run_1/layer_met2.png
Drawn at 1.5 px/µm. Cells faint in the background.
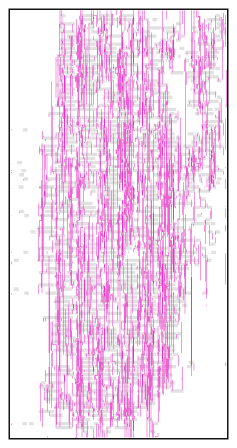
run_1/clocks.png
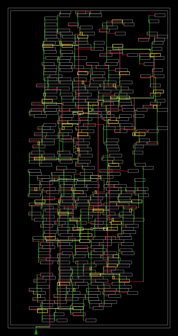
run_1/wires.png
Drawn at 2 px/µm. Two of the layers only.
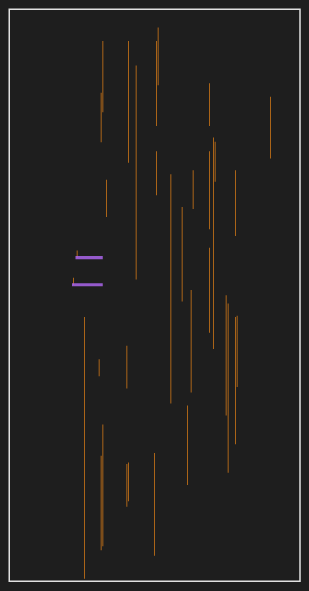
run_1/io_fan.png
Drawn at 1.5 px/µm.
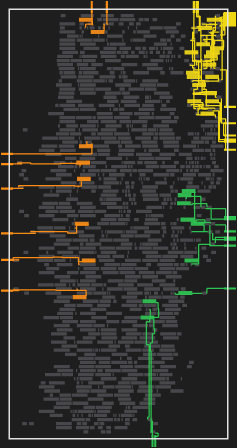
===== config.mk =====
export PLATFORM = sky130hd
export DESIGN_NAME = rect_cmd_queue
export DESIGN_NICKNAME = d
export VERILOG_FILES = /design/src/rtl/rect_cmd_queue.sv
export SDC_FILE = /design/constraint.sdc
export NUM_CORES = 1
export LEC_CHECK = 0
export CAP_MARGIN = 20
export CORE_ASPECT_RATIO = 2
export CORE_MARGIN = 2
export CORE_UTILIZATION = 40
export DETAILED_ROUTE_END_ITERATION = 6
export HOLD_SLACK_MARGIN = 0.02
export PLACE_DENSITY = 0.65
export SLEW_MARGIN = 30
export SYNTH_ARGS = -nofsm -noshare
export SYNTH_HDL_FRONTEND = slang
export SYNTH_SLANG_ARGS = --single-unit
export TNS_END_PERCENT = 10

===== constraint.sdc =====
create_clock -name clk -period 5.6 [get_ports clk]
set_input_delay 0.56 -clock clk [delete_from_list [all_inputs] [get_ports clk]]
set_output_delay 0.56 -clock clk [all_outputs]
set_load 0.01 [all_outputs]

===== src/rtl/rect_cmd_queue.sv =====
// Command FIFO and issue sequencer feeding the rectangle renderer.
// Optional build macro RECT_CMD_QUEUE_CLIP_EN clips each command to the 320x240 screen as it is loaded.
module rect_cmd_queue #(
  parameter int DEPTH      = 8,
  parameter int ADDR_W     = 3,
  parameter int DONE_BLANK = 2,
  parameter int GAP        = 1
) (
  input  logic              clk,
  input  logic              resetn,
  input  logic              cmd_valid,
  output logic              cmd_ready,
  input  logic [8:0]        cmd_x,
  input  logic [7:0]        cmd_y,
  input  logic [8:0]        cmd_w,
  input  logic [7:0]        cmd_h,
  input  logic [2:0]        cmd_back,
  input  logic              cmd_border,
  input  logic [2:0]        cmd_border_color,
  output logic              rect_enable,
  output logic [8:0]        rect_x,
  output logic [7:0]        rect_y,
  output logic [8:0]        rect_w,
  output logic [7:0]        rect_h,
  output logic [2:0]        rect_back,
  output logic              rect_border,
  output logic [2:0]        rect_border_color,
  input  logic              rect_done,
  output logic [ADDR_W:0]   fill_level,
  output logic              busy,
  output logic              idle,
  output logic [15:0]       drawn_count
);

  localparam int CMD_W = 41;

  localparam logic [2:0] S_IDLE = 3'd0;
  localparam logic [2:0] S_LOAD = 3'd1;
  localparam logic [2:0] S_ARM  = 3'd2;
  localparam logic [2:0] S_DRAW = 3'd3;
  localparam logic [2:0] S_GAP  = 3'd4;

  localparam logic [ADDR_W:0] FULL_LVL = (ADDR_W+1)'(DEPTH);
  localparam logic [7:0]      ARM_LAST = (DONE_BLANK > 1) ? 8'(DONE_BLANK - 1) : 8'd0;
  localparam logic [7:0]      GAP_LAST = (GAP > 1) ? 8'(GAP - 1) : 8'd0;

  logic [CMD_W-1:0]  mem [DEPTH];
  logic [ADDR_W-1:0] wr_ptr;
  logic [ADDR_W-1:0] rd_ptr;
  logic [2:0]        state;
  logic [2:0]        state_nx;
  logic [7:0]        cnt;
  logic              push;
  logic              pop;
  logic              empty;

  logic [8:0] h_x;
  logic [7:0] h_y;
  logic [8:0] h_w;
  logic [7:0] h_h;
  logic [2:0] h_back;
  logic       h_border;
  logic [2:0] h_border_color;
  logic [8:0] ld_w;
  logic [7:0] ld_h;
  logic       off_screen;
  logic       discard;

  assign cmd_ready = (fill_level != FULL_LVL);
  assign empty     = (fill_level == '0);
  assign push      = cmd_valid && cmd_ready;
  assign pop       = (state == S_LOAD);

  assign {h_x, h_y, h_w, h_h, h_back, h_border, h_border_color} = mem[rd_ptr];

`ifdef RECT_CMD_QUEUE_CLIP_EN
  logic [9:0] room_w;
  logic [8:0] room_h;

  // Room left to the screen edge; only meaningful when the origin is on screen.
  assign room_w     = 10'd320 - {1'b0, h_x};
  assign room_h     = 9'd240 - {1'b0, h_y};
  assign off_screen = (h_x >= 9'd320) || (h_y >= 8'd240);
  assign ld_w       = ({1'b0, h_w} > room_w) ? room_w[8:0] : h_w;
  assign ld_h       = ({1'b0, h_h} > room_h) ? room_h[7:0] : h_h;
`else
  assign off_screen = 1'b0;
  assign ld_w       = h_w;
  assign ld_h       = h_h;
`endif

  assign discard = off_screen || (h_w == '0) || (h_h == '0);

  // NOTE: storage array carries no reset; only pointers and occupancy define validity.
  always_ff @(posedge clk) begin
    if (push) begin
      mem[wr_ptr] <= {cmd_x, cmd_y, cmd_w, cmd_h, cmd_back, cmd_border, cmd_border_color};
    end
  end

  // NOTE: sequential state uses non-blocking assignments so every flop samples pre-edge values.
  always_ff @(posedge clk or negedge resetn) begin
    if (!resetn) begin
      wr_ptr     <= '0;
      rd_ptr     <= '0;
      fill_level <= '0;
    end else begin
      if (push) wr_ptr <= wr_ptr + ADDR_W'(1);
      if (pop)  rd_ptr <= rd_ptr + ADDR_W'(1);
      case ({push, pop})
        2'b10:   fill_level <= fill_level + (ADDR_W+1)'(1);
        2'b01:   fill_level <= fill_level - (ADDR_W+1)'(1);
        default: fill_level <= fill_level;
      endcase
    end
  end

  // NOTE: state_nx gets a default first so no path through the case infers a latch.
  always_comb begin
    state_nx = state;
    case (state)
      S_IDLE: if (!empty) state_nx = S_LOAD;
      S_LOAD: state_nx = discard ? S_GAP : S_ARM;
      S_ARM:  if (cnt == ARM_LAST) state_nx = S_DRAW;
      S_DRAW: if (rect_done) state_nx = S_GAP;
      S_GAP:  if (cnt == GAP_LAST) state_nx = empty ? S_IDLE : S_LOAD;
      default: state_nx = S_IDLE;
    endcase
  end

  // The async clear makes rect_enable drop the instant resetn falls, aborting any draw.
  always_ff @(posedge clk or negedge resetn) begin
    if (!resetn) begin
      state       <= S_IDLE;
      cnt         <= '0;
      rect_enable <= 1'b0;
      drawn_count <= '0;
    end else begin
      state       <= state_nx;
      cnt         <= (state_nx != state) ? 8'd0 : cnt + 8'd1;
      rect_enable <= (state_nx == S_ARM) || (state_nx == S_DRAW);
      if (state == S_DRAW && rect_done) drawn_count <= drawn_count + 16'd1;
    end
  end

  // Attributes change only on the LOAD edge and are held through ARM/DRAW/GAP.
  always_ff @(posedge clk or negedge resetn) begin
    if (!resetn) begin
      rect_x            <= '0;
      rect_y            <= '0;
      rect_w            <= '0;
      rect_h            <= '0;
      rect_back         <= '0;
      rect_border       <= 1'b0;
      rect_border_color <= '0;
    end else if (pop) begin
      rect_x            <= h_x;
      rect_y            <= h_y;
      rect_w            <= ld_w;
      rect_h            <= ld_h;
      rect_back         <= h_back;
      rect_border       <= h_border;
      rect_border_color <= h_border_color;
    end
  end

  assign busy = (state != S_IDLE);
  assign idle = (state == S_IDLE) && empty;

endmodule


==> notes.md, run 1 <==
This note records the results obtained with Yosys and OpenROAD.

Clock network
The clock root buffer is sky130_fd_sc_hd__clkbuf_16.

Placed design
The cell count after placement is approximately 1.5k. At the end of routability-driven placement, the weighted congestion stood at 0.762.

Floorplan
For this configuration, the core starts out at a cell density of 0.403. In this run the vertical extent of the chip is 285 µm.

Synth
For this run, the register share of the synthesized area comes to 0.747. The commonest register cell is sky130_fd_sc_hd__edfxtp_1. The synthesized design contains 328 enable-type register cells. The multiplexer share of the synthesized area is 0.122. The synthesized netlist contains 46 unique library cells.

Setup path
The worst setup path category is reg -> reg. The worst setup path endpoint is state[1]$_DFF_PN0_. The terminus of the critical flop-to-flop path is state[1]$_DFF_PN0_. The type of origin of the critical path is a flip-flop. The length in cells of the worst reg-to-reg path is 7.

Outcome
The flow ran to the end, and the final reports show no timing, DRC or antenna violations.

STA
The worst-case hold slack is between 0.4 and 0.5 ns. The setup violation total in the final timing report is 0. Derived from the worst setup path, the maximum achievable clock frequency is 0.321 GHz.

Power and ir drop
The flow reported a cell area power density of a little over 500 nW/µm². The power share of the combinational group is 0.295. The share of total power dissipated in the clock network is 0.250. Per report_power, the top consumer among the power groups is registers.

Cells and area
Leaving out filler cells and counting taps, the final layout contains 1550. By instance count after routing, the leading logic cell types are sky130_fd_sc_hd__edfxtp_1, sky130_fd_sc_hd__clkdlybuf4s50_1, sky130_fd_sc_hd__nand2_1. The area taken by sequential standard cells is reported as 11800 µm². The number of antenna diodes is 0. The filler cell count is 3317.

The register with the most flip-flops is mem. The post-route standard cell area excluding fillers is 18600 µm².

Global routing
For this run, global-route usage on met1 was measured as 0.190. The number of global-route vias before repair is 8813. The fraction of met2 tracks used by global routing is 0.327.

Drt
The detailed-route wire length on metal 1 is 12.1 mm. The met2 wire length is 19.9 mm. The number of DRC markers in iteration 0 is ~600.
Notes on layer_met2.png above:
share of all routed wire: 57%
main direction: vertical
wire length on this layer: 19900 µm
nets with wire on the layer: 929

Notes on clocks.png above:
setup skew after layout: 0.0225 ns
Num CTS Buffers: 35
source-to-sink clock delay at the later pin of the worst-skew pair: 0.54 ns

Notes on wires.png above:
| color | layer | wire length |
|---|---|---|
| purple | metal 5 | 25.8 µm |
| orange | metal 4 | 1510 µm |
detailed-route via count: 8186
Avg WL per Cell: 22.7 µm

Notes on io_fan.png above:
| color | port | direction | edge | end cells | buffers | wire |
|---|---|---|---|---|---|---|
| green | `rect_w` | output | 7 east, 2 south | 9 | 9 | 443 µm |
| orange | `rect_y` | output | 6 west, 2 north | 8 | 8 | 414 µm |
| yellow | `drawn_count` | output | 13 east, 3 north | 16 | 16 | 811 µm |
Boundary Pins: 110
number of port buffers: 109

run_1/detail.png
Window x 98 to 118, y 204 to 224 µm. Cells in gray, sequential cells in the stronger gray; small squares are vias.
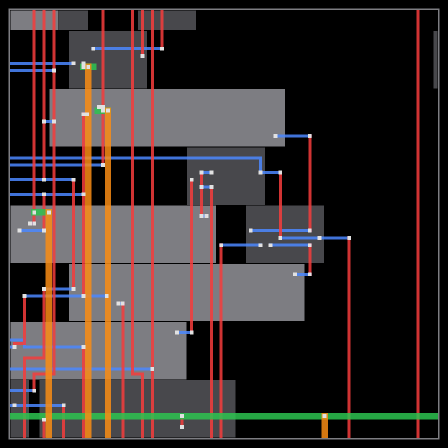

==> run 2, diff against run 1 <==
--- a/config.mk
+++ b/config.mk
@@ -11,7 +11,7 @@
 export CORE_UTILIZATION = 40
 export DETAILED_ROUTE_END_ITERATION = 6
 export HOLD_SLACK_MARGIN = 0.02
-export PLACE_DENSITY = 0.65
+export PLACE_DENSITY = 0.63
 export SLEW_MARGIN = 30
 export SYNTH_ARGS = -nofsm -noshare
 export SYNTH_HDL_FRONTEND = slang
==> constraint.sdc (replaced) <==
create_clock -name clk -period 3.19 [get_ports clk]
set_input_delay 0.319 -clock clk [delete_from_list [all_inputs] [get_ports clk]]
set_output_delay 0.319 -clock clk [all_outputs]
set_load 0.01 [all_outputs]
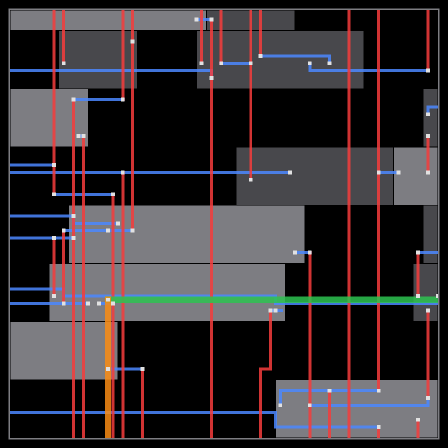
run_2/detail.png
Window x 98 to 118, y 204 to 224 µm. Cells in gray, sequential cells in the stronger gray; small squares are vias.
| color | layer |
|---|---|
| blue | metal 1 |
| orange | metal 4 |
| red | metal 2 |
| green | metal 3 |
sequential cells in the window: 3
cells with their middle in the window: 8
netlist names of flops here include: `mem` (2), `cnt` (1)
most frequent: nor2_1 (2), edfxtp_1 (2)

==> notes.md, run 2 <==
This note records the results obtained with Yosys and OpenROAD.

Drt
The wire length reported by the detailed router is 35.2 mm. The number of DRC markers in iteration 0 is ~440. The met2 wire length is 19.6 mm. The routed via count divided by cell count is 5.26.

The count of TritonRoute iterations in the first routing pass is 4. The post-detailed-route wirelength per cell is 22.5 µm. In the final routing, the length of wire on met1 measures around 13 mm. The length of routed met3 wiring is roughly 1.6 mm. The final route contains between 8k and 9k vias.

Floorplan
According to the tapcell log, the count of inserted taps is 525. The initial utilization of the core area, before any placement, comes to 0.403. The number of I/O pins is 110. From bottom edge to top edge, the die measures 285 µm. The floorplan step set the die width to 145 µm.

Power and ir drop
The flow reports power dissipated in combinational cells as 5.04 mW. The clock share of power is 0.255. The power density over cell area is around 890 nW/µm². The share of total power dissipated in combinational logic is 0.298.

The group with the largest share of power is registers. The final total power is 16.9 mW. The power drawn by the clock network is 4.31 mW. The power report lists cell-internal power as roughly 12 mW.

Setup path
STA shows the worst reg2reg path with a cell count of 5. The critical path data required time is 3.64 ns. The worst setup path category is reg -> reg. The worst setup path is launched from a flip-flop.

The largest fanout of any net on the critical path is 45. The terminus of the critical flop-to-flop path is state[2]$_DFF_PN0_. The arrival time of data at the critical path endpoint is between 3 and 4 ns. The gate family responsible for the most delay along the worst path is flip-flops.

The worst setup path endpoint is state[2]$_DFF_PN0_. OpenSTA lists the critical path startpoint as rd_ptr[1]$_DFFE_PN0P_.

Synth
The cell-mix breakdown from Yosys lists the XOR/XNOR area share as 0.0161. Counting flops with a built-in enable in the synthesized netlist gives 328. The main combinational cell family by area after synthesis is multiplexers. The prevailing post-synth register cell is sky130_fd_sc_hd__edfxtp_1. Per Yosys stat, the portion of area used by sequential elements is 0.747. The floorplan net count is 929.

The yosys stat cell total is 874. The proportion of synthesized flip-flops having asynchronous set or reset is 0.194. Synthesis handed over a netlist of 874 instances. The count of unique library cells instantiated by Yosys is between 40 and 50.

The multiplexer share of the synthesized area is 0.122.

STA
The worst clock skew on the final layout is 0.0225 ns. The setup TNS after final layout is 0 ns. Across all hold checks on the routed design, the worst slack comes to 0.387 ns. The post-route minimum period is 2.71 ns.

Based on the critical path, the design can be clocked at up to 0.369 GHz. Hold-check failures listed in the final report amount to 0. The final critical-path setup slack is about 0.48 ns. The ratio of final minimum period to clock period is 0.850. The setup violation total in the final timing report is 0. Setup repair after global routing left no endpoint under its margin.

Cells and area
The filler cell count is between 3k and 4k. For this run, the number of standard cells in the final layout without fillers is 1563. The number of antenna diodes in the final layout is 1. The final-layout non-clock buffer area share is 0.0770. In the finished layout, the clock tree contains a buffer count of 48.

The fraction of cell area in sequential cells is reported as 0.625. The post-route standard cell area excluding fillers is roughly 19000 µm². The register with the most flip-flops in the final layout is mem.

The inverter count of the layout excluding clock inverters is 9. The layout report gives the multi-input gate share of total cell area as 0.200. The register area is 11800 µm². The fraction of final cell area spent on clock buffers and inverters in this run is 0.0613. By instance count after routing, the leading logic cell types are sky130_fd_sc_hd__edfxtp_1, sky130_fd_sc_hd__clkdlybuf4s50_1, sky130_fd_sc_hd__nand2_1. Per the final layout report, the fraction of cells sized above drive strength 1 comes to 0.164.

Global routing
Across every metal layer, demand over resource in global routing totals 0.175. The fraction of met2 tracks used by global routing is 0.328. The number of global-route vias before repair is between 8k and 9k. The global-route met3 utilization is 0.0287.

The wire length of the first global-routing pass is 53.0 mm. Global routing finished with a remaining overflow of 0. For this run, global-route usage on met1 was measured as 0.196.

Clock network
The number of clock sinks seen by CTS is about 410. CTS placed an instance of sky130_fd_sc_hd__clkbuf_16 at the clock tree root. The number of hold buffers added after CTS was 1. Per the post-CTS timing run, clock transition at the registers of the reported paths is about 0.070 ns. The CTS tree is done. The maximum number of buffers from clock root to sink is 3.

Clock tree synthesis inserted a total of 35 buffers. The skew report gives the latency at the later pin of the worst-skew pair as 0.54 ns.

Placed design
The cell count after placement is 1498. The placer congestion estimate is 0.772. Detailed placement ended at an HPWL of roughly 21 mm. In this run the tool buffered the top-level ports with between 100 and 150 buffer cells.

Outcome
The flow ran to the end, and the final reports show no timing, DRC or antenna violations.

Job
Per the run summary, max-cap violations total 0.
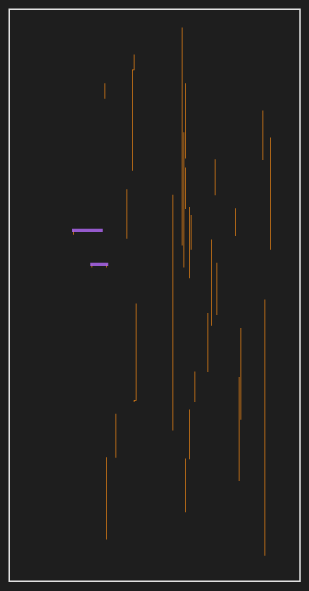
run_2/wires.png
Drawn at 2 px/µm. Two of the layers only.
| color | layer | wire length |
|---|---|---|
| orange | metal 4 | 1110 µm |
| purple | metal 5 | 21.2 µm |

run_2/clocks.png
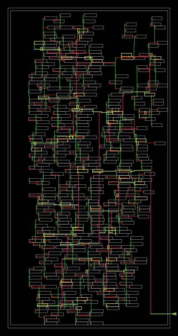

==> run 3, diff against run 2 <==
==> constraint.sdc (replaced) <==
create_clock -name clk -period 2.8 [get_ports clk]
set_input_delay 0.28 -clock clk [delete_from_list [all_inputs] [get_ports clk]]
set_output_delay 0.28 -clock clk [all_outputs]
set_load 0.01 [all_outputs]
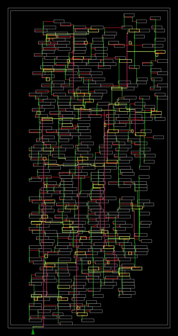
run_3/clocks.png
setup skew after layout: 0.0228 ns
clock buffer instance count of the final layout: 41
sequential cell count: 407

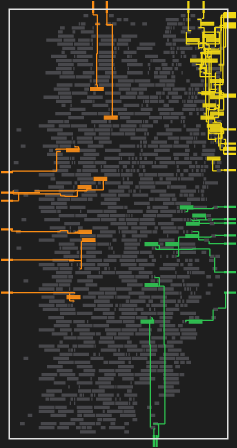
run_3/io_fan.png
Drawn at 1.5 px/µm.
| color | port | direction | edge | end cells | buffers | wire |
|---|---|---|---|---|---|---|
| orange | `rect_y` | output | 6 west, 2 north | 8 | 8 | 560 µm |
| yellow | `drawn_count` | output | 14 east, 2 north | 16 | 16 | 806 µm |
| green | `rect_w` | output | 7 east, 2 south | 9 | 9 | 451 µm |

==> notes.md, run 3 <==
This note records the results obtained with Yosys and OpenROAD.

Outcome
The run finished with clean final reports.

Cells and area
The non-clock inverters instantiated in the layout total 9. The cell class with the largest area share is registers. The area fraction of clock buffers and clock inverters is 0.0619. The layout report gives the register share of total cell area as 0.622. The final-layout non-clock buffer area share is 0.0786.

The layout report gives the multi-input gate share of total cell area as 0.200. The register with the most flip-flops is mem. In the layout the commonest cells are sky130_fd_sc_hd__edfxtp_1, sky130_fd_sc_hd__clkdlybuf4s50_1, sky130_fd_sc_hd__nand2_1. The layout cell share with drive strength beyond 1 is 0.173.

The final report gives the standard cell area, fillers excluded, as between 15000 and 20000 µm². Registers take 11800 µm². The filler cell count is 3279. The number of antenna diodes is 4.

Drt
The detailed router placed 8305 vias in this run. The post-detailed-route wirelength per cell is 22.4 µm. The met2 wire length is 19.4 mm. For this run, the detailed router's first-pass iteration total came to 7. The routed via count divided by cell count is 5.29. The wire length reported by the detailed router is 35.1 mm. The detailed router reports a met3 wire length of 1.85 mm. After detailed routing, the wire length on met1 is 12.5 mm.

Setup path
STA lists the endpoint of the worst register-to-register path as state[2]$_DFF_PN0_. The setup path with the least slack is of type reg -> reg. The startpoint of the most critical setup path is rd_ptr[1]$_DFFE_PN0P_. On the critical path the data arrives at 2.97 ns. The report puts the cell count of the worst reg-to-reg path at 7.

Along the worst path, the maximum fanout reaches 16. The critical path data required time is between 3 and 4 ns. The gate family responsible for the most delay along the worst path is AND-OR/OR-AND gates. The worst setup path endpoint is state[2]$_DFF_PN0_.

Power and ir drop
The combinational gate power is 5.85 mW. The design internal power is 13.3 mW. Summing internal, switching and leakage power gives a little under 20 mW. The group with the largest share of power is registers. The clock share of power is 0.257. The power density over cell area is 1020 nW/µm². The share of total power dissipated in combinational logic is 0.302.

Placed design
The number of port buffers is between 100 and 150. The placer congestion estimate is 0.731. The number of placed instances, taps included, is 1500. After legalization and detailed placement, the total HPWL measured 21.5 mm.

Floorplan
110 I/O pins were placed. Measured along the y axis, the die boundary spans 285 µm. The number of well-tap cells placed is around 530.

Synth
The synthesis report names the predominant flop master as sky130_fd_sc_hd__edfxtp_1. The main combinational cell family by area after synthesis is multiplexers. Per the synth stats, the proportion of register bits with asynchronous set or reset is 0.194. Per the synthesis report, the XOR/XNOR share of the synthesized area is 0.0161. In this run the cell area of the synthesized design comes to ~16000 µm². The number of nets in the synthesized netlist is 929. The portion of synthesized area spent on multiplexers is 0.122. After synthesis, the design contains between 800 and 900 cells according to Yosys. The number of enable flip-flop cells is 328. The sequential fraction of the synthesis area is 0.747.

After synthesis, the netlist uses 46 different library cells.

STA
The setup TNS after final layout is 0 ns. The post-route minimum period is about 2.5 ns. Based on the critical path, the design can be clocked at up to 0.401 GHz. The ratio of final minimum period to clock period is 0.890. Setup repair after global routing left no endpoint under its margin. The hold violation total from the final report is 0. The final timing report counts setup violations totalling 0. Hold timing on the final database bottoms out at a slack of 0.204 ns. Across all setup checks in the final design, the least slack found is 0.308 ns.

Global routing
The fraction of met2 tracks used by global routing is 0.316. The first global-routing pass estimated 52.5 mm of wire. The number of global-route vias before repair is around 8.7k. The overflow left after global routing is 0. Total global-route track usage over all layers is 0.173. The global-route met3 utilization is 0.0292.

Job
The run reported a max-capacitance violation count of 0.

Clock network
Per the CTS log, the root buffer master is sky130_fd_sc_hd__clkbuf_16. TritonCTS built the clock tree. The report puts the hold buffer count at CTS at 1.

Per the CTS log, the buffer count on the longest clock path is 3. For the worst-skew pair, the clock arrives at the later sink with an insertion delay of between 0.5 and 0.6 ns. The number of clock sinks seen by CTS is roughly 410.
No activity file was given, so power comes from the tool's default toggle rates.
